[src/rtl/thread_register_file.sv]
// Per-thread scalar + vector register file for one thread lane.
// R0..R12 are general purpose, R13 mirrors block_id, and R14/R15 are read-only constants.
// Operands are latched in REQUEST and writebacks land in UPDATE.
module thread_register_file #(
  parameter int THREADS_PER_BLOCK = 4,
  parameter int THREAD_ID         = 0,
  parameter int Vector_Size       = 4,
  parameter int NUM_VREGS         = 4
) (
  input  logic                     clk,
  input  logic                     reset,
  input  logic                     enable,
  input  logic [7:0]               block_id,
  input  logic [2:0]               core_state,
  input  logic [3:0]               decoded_rd_address,
  input  logic [3:0]               decoded_rs_address,
  input  logic [3:0]               decoded_rt_address,
  input  logic                     decoded_reg_write_enable,
  input  logic [1:0]               decoded_reg_input_mux,
  input  logic [7:0]               decoded_immediate,
  input  logic                     decoded_vreg_write_enable,
  input  logic                     decoded_vreg_input_mux,
  input  logic [7:0]               alu_out,
  input  logic [7:0]               lsu_out,
  input  logic [8*Vector_Size-1:0] v_alu_out,
  input  logic [8*Vector_Size-1:0] v_lsu_out,
  output logic [7:0]               rs,
  output logic [7:0]               rt,
  output logic [8*Vector_Size-1:0] v_rs,
  output logic [8*Vector_Size-1:0] v_rt
);

  localparam int VEC_W = 8 * Vector_Size;
  localparam int VA_W  = $clog2(NUM_VREGS);
  localparam int NUM_GPR = 13;

  localparam logic [2:0] ST_REQUEST = 3'b011;
  localparam logic [2:0] ST_UPDATE  = 3'b110;

  localparam logic [7:0] TPB_VAL = 8'(THREADS_PER_BLOCK);
  localparam logic [7:0] TID_VAL = 8'(THREAD_ID);

  // Architectural state
  logic [7:0]       gpr_reg  [0:NUM_GPR-1];
  logic [7:0]       bid_reg;
  logic [VEC_W-1:0] vreg_reg [0:NUM_VREGS-1];

  // Registered operand outputs
  logic [7:0]       rs_reg, rt_reg;
  logic [VEC_W-1:0] v_rs_reg, v_rt_reg;

  // Combinational read selections and writeback controls
  logic [7:0]         rs_next, rt_next;
  logic [VEC_W-1:0]   v_rs_next, v_rt_next;
  logic [7:0]         wb_data;
  logic               wb_valid;
  logic [VEC_W-1:0]   vwb_data;
  logic               read_fire;
  logic               update_fire;
  logic [NUM_GPR-1:0] gpr_wr_sel;
  logic [NUM_VREGS-1:0] vreg_wr_sel;

  logic [VA_W-1:0] vd_index, vs_index, vt_index;

  assign read_fire   = enable && (core_state == ST_REQUEST);
  assign update_fire = enable && (core_state == ST_UPDATE);

  assign vd_index = decoded_rd_address[VA_W-1:0];
  assign vs_index = decoded_rs_address[VA_W-1:0];
  assign vt_index = decoded_rt_address[VA_W-1:0];

  // Scalar source operand selection; upper addresses map onto the special registers
  always_comb begin
    rs_next = 8'h00;
    rt_next = 8'h00;
    case (decoded_rs_address)
      4'd13:   rs_next = bid_reg;
      4'd14:   rs_next = TPB_VAL;
      4'd15:   rs_next = TID_VAL;
      default: rs_next = gpr_reg[decoded_rs_address];
    endcase
    case (decoded_rt_address)
      4'd13:   rt_next = bid_reg;
      4'd14:   rt_next = TPB_VAL;
      4'd15:   rt_next = TID_VAL;
      default: rt_next = gpr_reg[decoded_rt_address];
    endcase
  end

  // Vector source operand selection; only the low address bits name a vector register
  always_comb begin
    v_rs_next = vreg_reg[vs_index];
    v_rt_next = vreg_reg[vt_index];
  end

  // Writeback source mux; the reserved mux code and special registers suppress the write
  always_comb begin
    wb_data  = 8'h00;
    wb_valid = decoded_reg_write_enable && (decoded_rd_address < 4'd13);
    case (decoded_reg_input_mux)
      2'b00:   wb_data = alu_out;
      2'b01:   wb_data = lsu_out;
      2'b10:   wb_data = decoded_immediate;
      default: wb_valid = 1'b0;
    endcase
    vwb_data = decoded_vreg_input_mux ? v_lsu_out : v_alu_out;
  end

  // Per-register write strobes for the scalar file
  genvar gi;
  generate
    for (gi = 0; gi < NUM_GPR; gi++) begin : g_gpr_sel
      assign gpr_wr_sel[gi] = update_fire && wb_valid && (decoded_rd_address == 4'(gi));
    end
    for (gi = 0; gi < NUM_VREGS; gi++) begin : g_vreg_sel
      assign vreg_wr_sel[gi] = update_fire && decoded_vreg_write_enable && (vd_index == VA_W'(gi));
    end
  endgenerate

  // Scalar register file and block_id mirror
  always_ff @(posedge clk) begin
    if (reset) begin
      for (int i = 0; i < NUM_GPR; i++) gpr_reg[i] <= 8'h00;
      bid_reg <= 8'h00;
    end else if (enable) begin
      for (int i = 0; i < NUM_GPR; i++) begin
        if (gpr_wr_sel[i]) gpr_reg[i] <= wb_data;
      end
      bid_reg <= block_id;
    end
  end

  // Vector register file; whole registers are written, never individual lanes
  always_ff @(posedge clk) begin
    if (reset) begin
      for (int i = 0; i < NUM_VREGS; i++) vreg_reg[i] <= '0;
    end else begin
      for (int i = 0; i < NUM_VREGS; i++) begin
        if (vreg_wr_sel[i]) vreg_reg[i] <= vwb_data;
      end
    end
  end

  // Operand latches, refreshed only in REQUEST and held otherwise
  always_ff @(posedge clk) begin
    if (reset) begin
      rs_reg   <= 8'h00;
      rt_reg   <= 8'h00;
      v_rs_reg <= '0;
      v_rt_reg <= '0;
    end else if (read_fire) begin
      rs_reg   <= rs_next;
      rt_reg   <= rt_next;
      v_rs_reg <= v_rs_next;
      v_rt_reg <= v_rt_next;
    end
  end

  assign rs   = rs_reg;
  assign rt   = rt_reg;
  assign v_rs = v_rs_reg;
  assign v_rt = v_rt_reg;

endmodule

[config.mk]
export PLATFORM = sky130hd
export DESIGN_NAME = thread_register_file
export DESIGN_NICKNAME = d
export VERILOG_FILES = /design/src/rtl/thread_register_file.sv
export SDC_FILE = /design/constraint.sdc
export NUM_CORES = 1
export LEC_CHECK = 0
export CORE_UTILIZATION = 60
export DETAILED_ROUTE_END_ITERATION = 10
export PLACE_DENSITY_LB_ADDON = 0.05
export SYNTH_ARGS = -nofsm -noshare
export SYNTH_HDL_FRONTEND = slang
export SYNTH_SLANG_ARGS = --single-unit
[constraint.sdc]
create_clock -name clk -period 7.3 [get_ports clk]
set_input_delay 1.46 -clock clk [delete_from_list [all_inputs] [get_ports clk]]
set_output_delay 1.46 -clock clk [all_outputs]
set_load 0.005 [all_outputs]
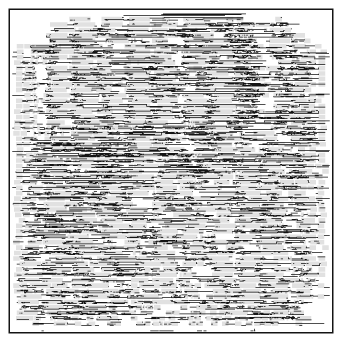
**Above:** run 1 (met1 routing).
Scale: 2 px per um.
share of all routed wire	40%
nets with wire on the layer	1360
WL final: 35900 um
detailed-route via count: 10500

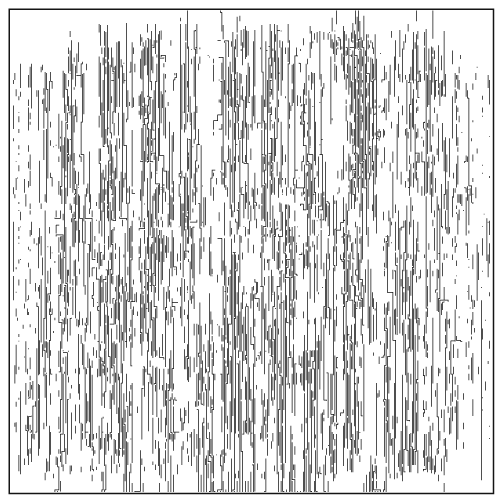
**Above:** run 1 (M2 wires).
Scale: 3 px per um.
wire length on this layer	17100 um
main direction	vertical
share of all routed wire	48%
met2 Usage GRT: 0.459

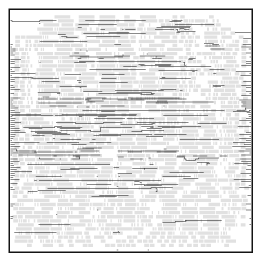
**Above:** run 1 (signal wires on met3).
Scale: 1.5 px per um.
longest straight run	94.3 um
share of all routed wire	10%
GR Layer Usage met3: 0.0519

-- run 1: cell families (layout without fill, tap and decap cells) --
logic type,Yosys count,in the layout,synth area share
and+or+nand+nor,442,442,0.120
DFF,320,320,0.576
muxes,190,190,0.206
AOI/OAI and AO/OA,164,164,0.0622
buffers and inverters,113,292,0.0357
-- run 1: cells in the mapped netlist (17+ instances only) --
master    instances
nor2_1          239
edfxtp_1        232
nand2_1         162
mux4_2           94
a21oi_1          92
dfxtp_1          88
mux2i_1          80
clkbuf_1         44
buf_2            38
o21ai_0          31
o211ai_1         17
-- run 1: worst min-delay path, delay by kind of cell (launching register included) --
kind / cells / cell delay (ps)
AND/OR/NAND/NOR: 1 / 50
flip-flops: 1 / 310
AND-OR/OR-AND: 1 / 50
-- run 1: layer usage --
metal  share of wire  vias to the layer above  routed length [um]  track usage
met5               0                        -                   0            0
met4           0.017                        0                 611       0.0733
met3            0.10                       45                3600       0.0519
met2            0.48                      552               17100        0.459
met1            0.40                     5085               14500        0.398
li1                -                     4797                   -            -
-- run 1: cell type report --
| type | count | area, um2 | share of cell area |
|---|---|---|---|
| repair buffers | 217 | 2100 | 0.114 |
| clock inverters | 23 | 280 | 0.0152 |
| well taps | 324 | 405 | 0.0220 |
| clock buffers | 38 | 897 | 0.0487 |
| multi-input cells | 796 | 5940 | 0.323 |
| inverters | 14 | 52.6 | 0.00285 |
| flip-flops and latches | 320 | 8730 | 0.474 |
-- run 1: power by group --
part / leakage (nW) / internal (mW) / switching, mW
sequential: 2.92 / 2.04 / 0.0499
clock: 0.569 / 1.10 / 0.694
combinational: 2.95 / 0.223 / 0.213
total: 6.44 / 3.36 / 0.957
==> results.tsv, run 1 <==
stage	metric	value	unit
power_and_ir_drop	total power	4.32	mW
worst_hold_path	hold endpoint	v_rs[20]	
routing	Initial DRT Pass Iterations	6	
floorplan	Chip Height	161	um
layout	post-route insts no fill	1732	
layout	share of layout cells above drive strength 1	0.146	
placed_design	placed cells	1671	
layout	post-route core utilization	0.750	
layout	final instance area	18400	um2
power_and_ir_drop	PwrDens	235	nW/um2
logic_synthesis	Mean Syn Cell Area	12.3	um2
critical_path	CP endpoint	gpr_reg[11][3]	
logic_synthesis	net count after synthesis	1348	
final_timing	maximum clock rate	254	MHz
logic_synthesis	yosys synthesis chip area	15200	um2
final_timing	clk_skew	7.07	ps
final_timing	Worst Slack Setup Final	3360	ps
critical_path	crit path DRT	7410	ps
routing	DRC	0	
logic_synthesis	top-area cell type share of the netlist area	0.460	
global_routing	first-pass GRT wire length	56500	um
routing	Initial DRC Count	1146	
final_timing	worst slew margin relative to its limit	0.232	
power_and_ir_drop	Leakage	6.44	nW
critical_path	Critical Path End Type	register	
critical_path	Stages on worst setup path	4	
logic_synthesis	Post-Synthesis Cells	1229	
global_routing	initial antenna violation count	0	
job	Log Warnings	26	
layout	Net count, final	1502	
critical_path	CP top delay family	AND-OR/OR-AND gates	
power_and_ir_drop	peak supply drop	199	uV
final_timing	Final Cycle Share	0.539	
logic_synthesis	main flop type	edfxtp_1	
critical_path	Critical Path Start	enable	
placed_design	Placement Cell Area	17200	um2
clock_network	CTS hold repair buffers	0	
layout	max reg flops	128	
critical_path	crit path max fanout	11	
final_timing	hold_ws	453	ps
critical_path	startpoint types	primary input	
floorplan	fp_density	0.618	
critical_path	depth of the worst register-to-register path	4	
critical_path	critical setup path kind	primary input to register	
logic_synthesis	FFs w/ async S/R, synth	0	
clock_network	setup repair bufs after CTS	0	
final_timing	RSZ-0062 raised after global routing	no	
critical_path	Crit-path slowest cell	o21ai_0	
logic_synthesis	mapped cell area	15200	um2
clock_network	Max clock buf depth	3	
worst_hold_path	hold path depth	2	
clock_network	post-CTS sizing	0	
layout	Top cells excl fill/tap	nor2_1 (239), edfxtp_1 (232), clkdlybuf4s50_1 (192), nand2_1 (162), mux4_2 (94)	
global_routing	vias in the first global route	10400	
job	max-cap viol count	0	
clock_network	clk latency late pin	500	ps
clock_network	Clock Sinks	320	
final_timing	final setup vio count	0	
final_timing	max-slew violation count	0	
routing	Routed WL per cell	20.7	um
final_timing	sum of negative setup slack	0	ps
final_timing	measured slew at the worst slew-check pin	1140	ps
floorplan	Core Region	24500	um2
critical_path	critical path cell sequence	clkdlybuf4s50_1 > nand4b_4 > or4_1 > o21ai_0	
clock_network	CTS H-tree depth	2	
floorplan	die area	25900	um2
logic_synthesis	Cell area leaders	edfxtp_1 (46%), mux4_2 (14%), dfxtp_1 (12%)	
routing	vias per cell	6.05	
clock_network	Root Buffer	clkbuf_16	
logic_synthesis	Post-synth seq share	0.576	
logic_synthesis	cell type with the largest total area	edfxtp_1	
floorplan	Core Rows	57	
status	status	completed	
clock_network	TritonCTS clock tree	yes	
placed_design	Final GP Congestion	0.827	
global_routing	grt total ovfl	0	
floorplan	overall die width	161	um
logic_synthesis	Yosys Instances	1229	
layout	synth-to-layout area growth	21.4	%
critical_path	slowest stage delay, CP	900	ps
global_routing	Overall Global Routing Usage	0.283	
==> run 2, diff against run 1 <==
--- a/config.mk
+++ b/config.mk
@@ -5,7 +5,7 @@
 export SDC_FILE = /design/constraint.sdc
 export NUM_CORES = 1
 export LEC_CHECK = 0
-export CORE_UTILIZATION = 60
+export CORE_UTILIZATION = 50
 export DETAILED_ROUTE_END_ITERATION = 10
 export PLACE_DENSITY_LB_ADDON = 0.05
 export SYNTH_ARGS = -nofsm -noshare
==> constraint.sdc (replaced) <==
create_clock -name clk -period 3.3 [get_ports clk]
set_input_delay 0.66 -clock clk [delete_from_list [all_inputs] [get_ports clk]]
set_output_delay 0.66 -clock clk [all_outputs]
set_load 0.005 [all_outputs]
==> run 2 against run 1 <==
First-iteration DRC count decreased by 34%. Worst setup slack got worse by 2500 ps. Sequential power increased by 120%. Final cell count increased by 5.6%.
==> results.tsv, run 2 <==
stage	metric	value	unit	change
logic_synthesis	Post-synth seq share	0.576		unchanged
clock_network	CTS H-tree depth	2		unchanged
logic_synthesis	FFs w/ async S/R, synth	0		unchanged
layout	max reg flops	128		unchanged
floorplan	Chip Height	176	um	+9.4%
critical_path	critical path cell sequence	clkdlybuf4s50_1 > nand4b_4 > nor4b_4 > nand3_2 > nand2_1		
logic_synthesis	top-area cell type share of the netlist area	0.460		unchanged
status	status	completed		
layout	synth-to-layout area growth	23.8	%	
logic_synthesis	Cell area leaders	edfxtp_1 (46%), mux4_2 (14%), dfxtp_1 (12%)		
critical_path	Critical Path Start	core_state[1]		
critical_path	startpoint types	primary input		
worst_hold_path	hold path depth	2		unchanged
clock_network	setup repair bufs after CTS	0		unchanged
routing	Initial DRC Count	762		-34%
routing	vias per cell	5.78		-4.5%
floorplan	overall die width	176	um	+9.4%
critical_path	Critical Path End Type	register		
final_timing	maximum clock rate	416	MHz	
power_and_ir_drop	Flop pwr share	0.484		about the same
critical_path	worst path buffer plus inverter count	1		
layout	Top cells excl fill/tap	nor2_1 (239), edfxtp_1 (232), clkdlybuf4s50_1 (192), nand2_1 (162), mux4_2 (94)		
floorplan	die area	31000	um2	+20%
critical_path	CP endpoint	gpr_reg[7][3]		
clock_network	clk latency late pin	520	ps	+20 ps
critical_path	Stages on worst setup path	5		+1
worst_hold_path	hold endpoint	v_rs[16]		
critical_path	slowest stage delay, CP	550	ps	-350 ps
final_timing	measured slew at the worst slew-check pin	838	ps	-302 ps
power_and_ir_drop	Leakage	6.59	nW	+2.4%
final_timing	sum of negative setup slack	0	ps	unchanged
routing	Routed WL per cell	21.1	um	+2.1%
logic_synthesis	Post-Synthesis Cells	1229		unchanged
final_timing	Worst Slack Setup Final	898	ps	-2470 ps
global_routing	vias in the first global route	10500		+0.81%
clock_network	TritonCTS clock tree	yes		
logic_synthesis	yosys synthesis chip area	15200	um2	unchanged
power_and_ir_drop	Comb power frac	0.108		+0.007
logic_synthesis	main flop type	edfxtp_1		
power_and_ir_drop	total power	9.52	mW	+120%
clock_network	Clock Sinks	320		unchanged
logic_synthesis	cell type with the largest total area	edfxtp_1		
floorplan	Core Rows	63		+11%
power_and_ir_drop	Switching Fraction	0.228		+0.00674
clock_network	Root Buffer	clkbuf_16		
placed_design	Final GP Congestion	0.832		+0.54%
routing	DRC	0		unchanged
layout	post-route insts no fill	1829		+5.6%
logic_synthesis	most frequent cells after synthesis	nor2_1 (239), edfxtp_1 (232), nand2_1 (162), mux4_2 (94), a21oi_1 (92)		
critical_path	CP top delay family	simple AND/OR/NAND/NOR gates		
clock_network	CTS hold repair buffers	0		unchanged
global_routing	initial antenna violation count	0		unchanged
critical_path	Crit-path slowest cell	clkdlybuf4s50_1		
power_and_ir_drop	internal power	7.35	mW	+120%
logic_synthesis	Yosys Instances	1229		unchanged
logic_synthesis	mapped cell area	15200	um2	unchanged
power_and_ir_drop	switching pwr	2.17	mW	+130%
final_timing	clk_skew	12.0	ps	+4.95 ps
clock_network	Max clock buf depth	3		unchanged
power_and_ir_drop	PwrDens	507	nW/um2	+120%
clock_network	post-CTS sizing	0		unchanged
job	max-cap viol count	0		unchanged
logic_synthesis	Mean Syn Cell Area	12.3	um2	unchanged
floorplan	Core Region	29700	um2	+21%
routing	Initial DRT Pass Iterations	5		-1
logic_synthesis	top-count cell post-synth	nor2_1		
critical_path	crit path max fanout	9		-2
placed_design	placed cells	1766		+5.7%
final_timing	final setup vio count	0		unchanged
critical_path	depth of the worst register-to-register path	4		unchanged
global_routing	grt total ovfl	0		unchanged
final_timing	max-slew violation count	0		unchanged
floorplan	fp_density	0.510		-0.108
layout	share of layout cells above drive strength 1	0.157		+0.0107
final_timing	RSZ-0062 raised after global routing	no		
final_timing	hold_ws	452	ps	-1.61 ps
run 2: netlist changes by cell type in the layout (fill, tap and decap cells not counted), moves of 3 or more:
cell        previous run  this run
buf_4                 23        44
clkbuf_1               2        11
buf_12                 0         8
clkinvlp_4             4         0
clkinv_1               2         5
clkinv_2               8         5
o21ai_0               25        28
o21ai_1                3         0
run 2: area by class of cell:
class	count	area, um2
well taps	390	488
repair buffers	246	2420
clock buffers	47	942
flip-flops and latches	320	8730
clock inverters	16	189
multi-input cells	796	5940
inverters	14	52.6
fillers	2351	11000
run 2: routing by layer:
metal | global-route usage | part of all wire | vias to the layer above
li1 | - | - | 4864
met1 | 0.360 | 0.43 | 5165
met2 | 0.396 | 0.46 | 474
met3 | 0.0599 | 0.095 | 60
met4 | 0.0652 | 0.019 | 0
met5 | 0 | 0 | -
run 2: metrics by stage:
stage,cell area (um2),util
floorplan,15200,-
global placement,17600,0.593
detailed placement,17600,0.593
CTS,18800,0.632
global route,18800,0.632
finish,18800,0.632
run 2: power groups by stage:
| stage | sequential [mW] | clock, mW | combinational [mW] |
|---|---|---|---|
| after global routing | 4.63 | 4.09 | 1.10 |
| after global placement | 4.68 | 0 | 1.02 |
| after detailed placement | 4.69 | 0 | 1.02 |
| after floorplan | 4.65 | 0 | 0.611 |
| final | 4.61 | 3.89 | 1.03 |
| after CTS | 4.61 | 3.94 | 1.03 |
run 2: logic make-up (layout without fill, tap and decap cells):
family | Yosys count | after routing | synth area share
buffers and inverters | 113 | 323 | 0.0357
AND/OR/NAND/NOR | 442 | 442 | 0.120
flip-flops | 320 | 320 | 0.576
multiplexers | 190 | 190 | 0.206
AND-OR/OR-AND | 164 | 164 | 0.0622
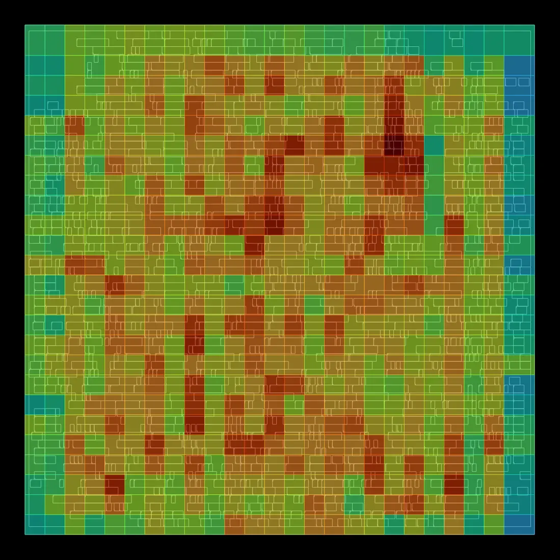
**Above:** run 2 (routing congestion map).
GR Layer Usage met3: 0.0599
met2 Usage GRT: 0.396
post-route core utilization: 0.632
Overall Global Routing Usage: 0.254
gr busiest metal: met2

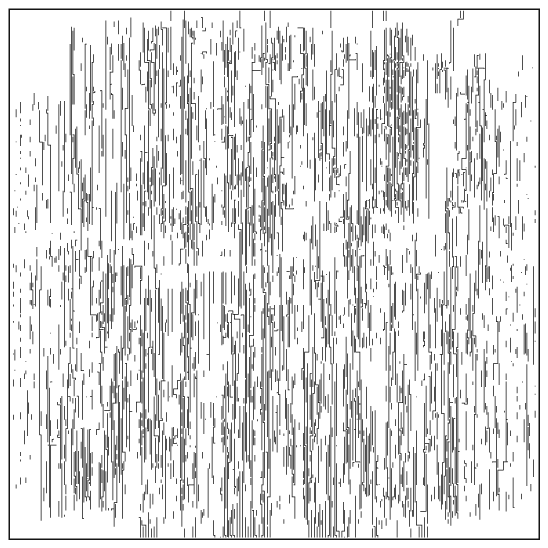
**Above:** run 2 (M2 wires).
Scale: 3 px per um.
nets with wire on the layer	1254
wire length on this layer	17700 um
longest straight run	55.1 um
main direction	vertical
WL final: 38700 um
detailed-route via count: 10600

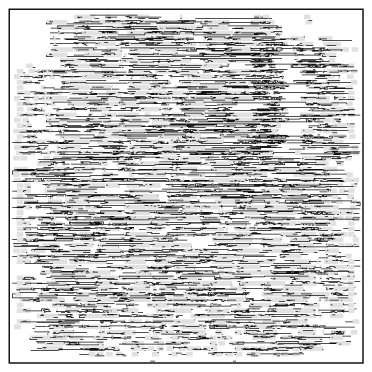
**Above:** run 2 (met1 routing).
Scale: 2 px per um.
main direction	horizontal
nets with wire on the layer	1389
longest straight run	49.7 um
wire length on this layer	16600 um
met1 GRT Util: 0.360

==> run 3, diff against run 2 <==
==> constraint.sdc (replaced) <==
create_clock -name clk -period 2.2 [get_ports clk]
set_input_delay 0.44 -clock clk [delete_from_list [all_inputs] [get_ports clk]]
set_output_delay 0.44 -clock clk [all_outputs]
set_load 0.005 [all_outputs]
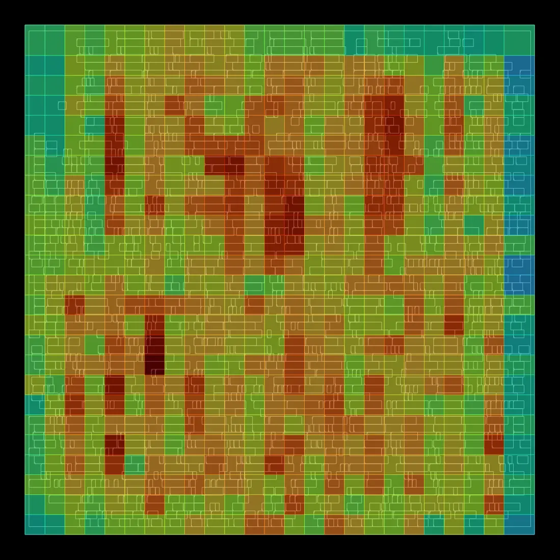
**Above:** run 3 (routing congestion map).
met1 GRT Util: 0.367
Overall Global Routing Usage: 0.258

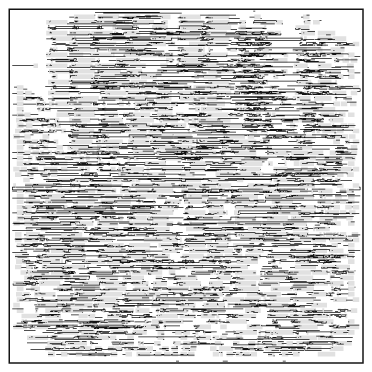
**Above:** run 3 (met1 routing).
Scale: 2 px per um.
wire length on this layer	16600 um
longest straight run	51.5 um
main direction	horizontal
nets with wire on the layer	1447
WL final: 38800 um
detailed-route via count: 10700

==> run 3 against run 2 <==
Critical path depth is the same. Sequential share of layout area is 1.1 points lower. Count of clock-buffer cells in the layout is 1 lower. Final cell count up 2.1%. Sequential power is about 50% higher. Combinational power is 55% higher. Total power rose by 51%. Clock skew rose by 5.9 ps. Hold slack better by 1.7 ps. Worst setup slack worse by 590 ps. Via count up 0.98%. Critical path type unchanged. Largest power group unchanged.
==> results.tsv, run 3 <==
stage	metric	value	unit	change
status	status	completed		
logic_synthesis	Cell area leaders	edfxtp_1 (46%), mux4_2 (14%), dfxtp_1 (12%)		
layout	Logic area	5940	um2	about the same
final_timing	worst slew margin relative to its limit	0.607		
global_routing	largest net degree at the start of global routing	65		
routing	Routed WL per cell	20.8	um	-1.7%
final_timing	min Tclk post-route	1890	ps	
layout	final instance area	19200	um2	+2.5%
final_timing	hold_ws	453	ps	+1.69 ps
clock_network	Clock Sinks	320		unchanged
global_routing	initial antenna violation count	0		unchanged
critical_path	crit path DRT	2420	ps	
routing	DRT antenna net count	0		
logic_synthesis	Mean Syn Cell Area	12.3	um2	unchanged
layout	most numerous logic cell after layout	nor2_1		
global_routing	first-pass GRT wire length	60000	um	
logic_synthesis	Post-Synthesis Cells	1229		unchanged
floorplan	# IOs	199		
clock_network	CTS H-tree depth	2		unchanged
power_and_ir_drop	Flop pwr share	0.483		about the same
final_timing	final setup vio count	0		unchanged
final_timing	maximum clock rate	529	MHz	
logic_synthesis	top-count cell post-synth	nor2_1		
logic_synthesis	Mux area share	0.206		unchanged
critical_path	startpoint types	primary input		
critical_path	WP data arrival	2110	ps	
clock_network	clk slew on worst S/H paths	60	ps	
final_timing	clk_skew	17.9	ps	+5.88 ps
routing	vias per cell	5.71		-1.1%
clock_network	clk latency late pin	520	ps	about the same
logic_synthesis	most frequent cells after synthesis	nor2_1 (239), edfxtp_1 (232), nand2_1 (162), mux4_2 (94), a21oi_1 (92)		
final_timing	Final Hold Viols	0		
floorplan	die area	31000	um2	unchanged
logic_synthesis	Post-synth seq share	0.576		unchanged
floorplan	Core Rows	63		unchanged
critical_path	Critical Path End Type	register		
power_and_ir_drop	combinational power	1.60	mW	+55%
final_timing	RSZ-0062 raised after global routing	no		
floorplan	fp_density	0.510		unchanged
logic_synthesis	FFs w/ async S/R, synth	0		unchanged
power_and_ir_drop	Seq. pwr	6.93	mW	+50%
routing	Initial DRC Count	908		+19%
final_timing	Final Cycle Share	0.859		
clock_network	CTS Buf Count	35		
floorplan	Core Region	29700	um2	unchanged
job	max-cap viol count	0		unchanged
placed_design	Placement Cell Area	18100	um2	+2.6%
power_and_ir_drop	Switching Fraction	0.231		+0.00236
logic_synthesis	AND-OR/OR-AND share of the synthesized area	0.0622		unchanged
power_and_ir_drop	internal power	11.0	mW	+50%
clock_network	CTS hold repair buffers	0		unchanged
final_timing	max-slew violation count	0		unchanged
power_and_ir_drop	Leakage	6.86	nW	+4.0%
placed_design	detailed placement HPWL	26900	um	
power_and_ir_drop	PwrDens	745	nW/um2	+47%
global_routing	grt total ovfl	0		unchanged
logic_synthesis	Yosys Instances	1229		unchanged
floorplan	Chip Height	176	um	unchanged
worst_hold_path	min-delay worst type	register to register		
power_and_ir_drop	Comb power frac	0.112		+0.004
layout	synth-to-layout area growth	26.9	%	
logic_synthesis	yosys synthesis chip area	15200	um2	unchanged
layout	ant diodes	0		
logic_synthesis	main flop type	edfxtp_1		
layout	max reg flops	128		unchanged
layout	Net count, final	1570		
logic_synthesis	fa+ha+maj area frac	0		unchanged
critical_path	critical setup path kind	primary input to register		
clock_network	TritonCTS clock tree	yes		
power_and_ir_drop	clock network power share	0.405		
layout	Layout fillers	2280		-3.0%
power_and_ir_drop	clk pwr	5.81	mW	+49%
clock_network	Root Buffer	clkbuf_16		
logic_synthesis	xor+xnor area frac	0		unchanged
logic_synthesis	top-area cell type share of the netlist area	0.460		unchanged
placed_design	Port Buffers	198		
logic_synthesis	mapped cell area	15200	um2	unchanged
routing	Initial DRT Pass Iterations	5		unchanged
power_and_ir_drop	Pwr top	registers		
routing	DRC	0		unchanged
logic_synthesis	Top non-seq family	multiplexers		
logic_synthesis	Distinct lib cells used	42		
power_and_ir_drop	peak supply drop	574	uV	
job	Log Warnings	27		
final_timing	measured slew at the worst slew-check pin	587	ps	-251 ps
logic_synthesis	cell type with the largest total area	edfxtp_1		
logic_synthesis	EDFF count, synth	232		
clock_network	post-CTS sizing	0		unchanged
layout	Sequential Area	8730	um2	unchanged
floorplan	overall die width	176	um	unchanged
layout	share of layout cells above drive strength 1	0.183		+0.0257
logic_synthesis	net count after synthesis	1348		
power_and_ir_drop	switching pwr	3.31	mW	+52%
layout	Top cells excl fill/tap	nor2_1 (239), edfxtp_1 (232), clkdlybuf4s50_1 (192), nand2_1 (162), mux4_2 (94)		
global_routing	vias in the first global route	10500		-0.24%
clock_network	Max clock buf depth	3		unchanged
logic_synthesis	Simple Share, Synth	0.120		unchanged
logic_synthesis	tally of yosys warning messages	0		
critical_path	crit path max fanout	8		-1
placed_design	Final GP Congestion	0.882		+6.0%
clock_network	setup repair bufs after CTS	0		unchanged
logic_synthesis	number of synthesized register bits	320		
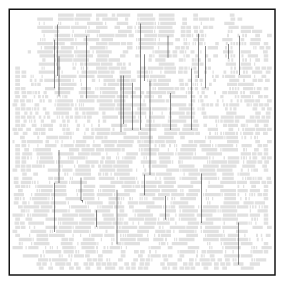
**Above:** run 3 (M4 wires).
Scale: 1.5 px per um.
longest straight run	70.7 um
main direction	vertical
share of all routed wire	2.0%
wire length on this layer	766 um

[run 3: netlist changes by cell type in the layout (fill, tap and decap cells not counted), moves of 3 or more]
cell,before,now
buf_12,8,22
buf_4,44,68
clkbuf_8,0,3
clkbuf_1,11,6
[run 3: worst max-delay path, cell delays in order]
cell	delay, ps
clkdlybuf4s50_1	540
nand4b_4	220
or4_1	550
o21ai_1	150
buf_4	190
[run 3: cells by family after synthesis]
group	count (synthesis)
AND/OR/NAND/NOR	442
buffers and inverters	113
multiplexers	190
AND-OR/OR-AND	164
flip-flops	320
[run 3: worst paths after layout]
kind | from | endpoint | slack, ps | cells after the start
worst min register to register | v_rs[13] | v_rs[13] | 450 | 2
worst min-delay path | v_rs[13] | v_rs[13] | 450 | 2
worst max-delay path | core_state[2] | gpr_reg[11][3] | 310 | 5
worst max register to register | gpr_reg[9][7] | rt[7] | 450 | 4
[run 3: through the flow]
step / setup slack (ps) / cells / setup TNS (ps) / power, mW / utilization
2_1_floorplan: -557 / 1229 / -58440 / 7.90 / -
3_3_place_gp: -161 / 1804 / -27020 / 8.63 / 0.609
3_5_place_dp: -200 / 1804 / -34670 / 8.66 / 0.609
4_1_cts: 314 / 1867 / 0 / 14.4 / 0.647
5_1_grt: 207 / 1867 / 0 / 14.8 / 0.647
6_report: 311 / 1867 / 0 / 14.3 / 0.647
[run 3: metal layers]
layer | global-route usage | part of all wire
met4 | 0.0714 | 0.020
met3 | 0.0528 | 0.091
met2 | 0.403 | 0.46
met1 | 0.367 | 0.43
met5 | 0 | 0
[run 3: cell type report]
cell class	instances	share of cell area
well taps	390	0.0254
clock inverters	17	0.00832
inverters	14	0.00273
clock buffers	46	0.0514
multi-input cells	796	0.309
flip-flops and latches	320	0.454
repair buffers	284	0.150
Power and IR drop assume default switching activity.
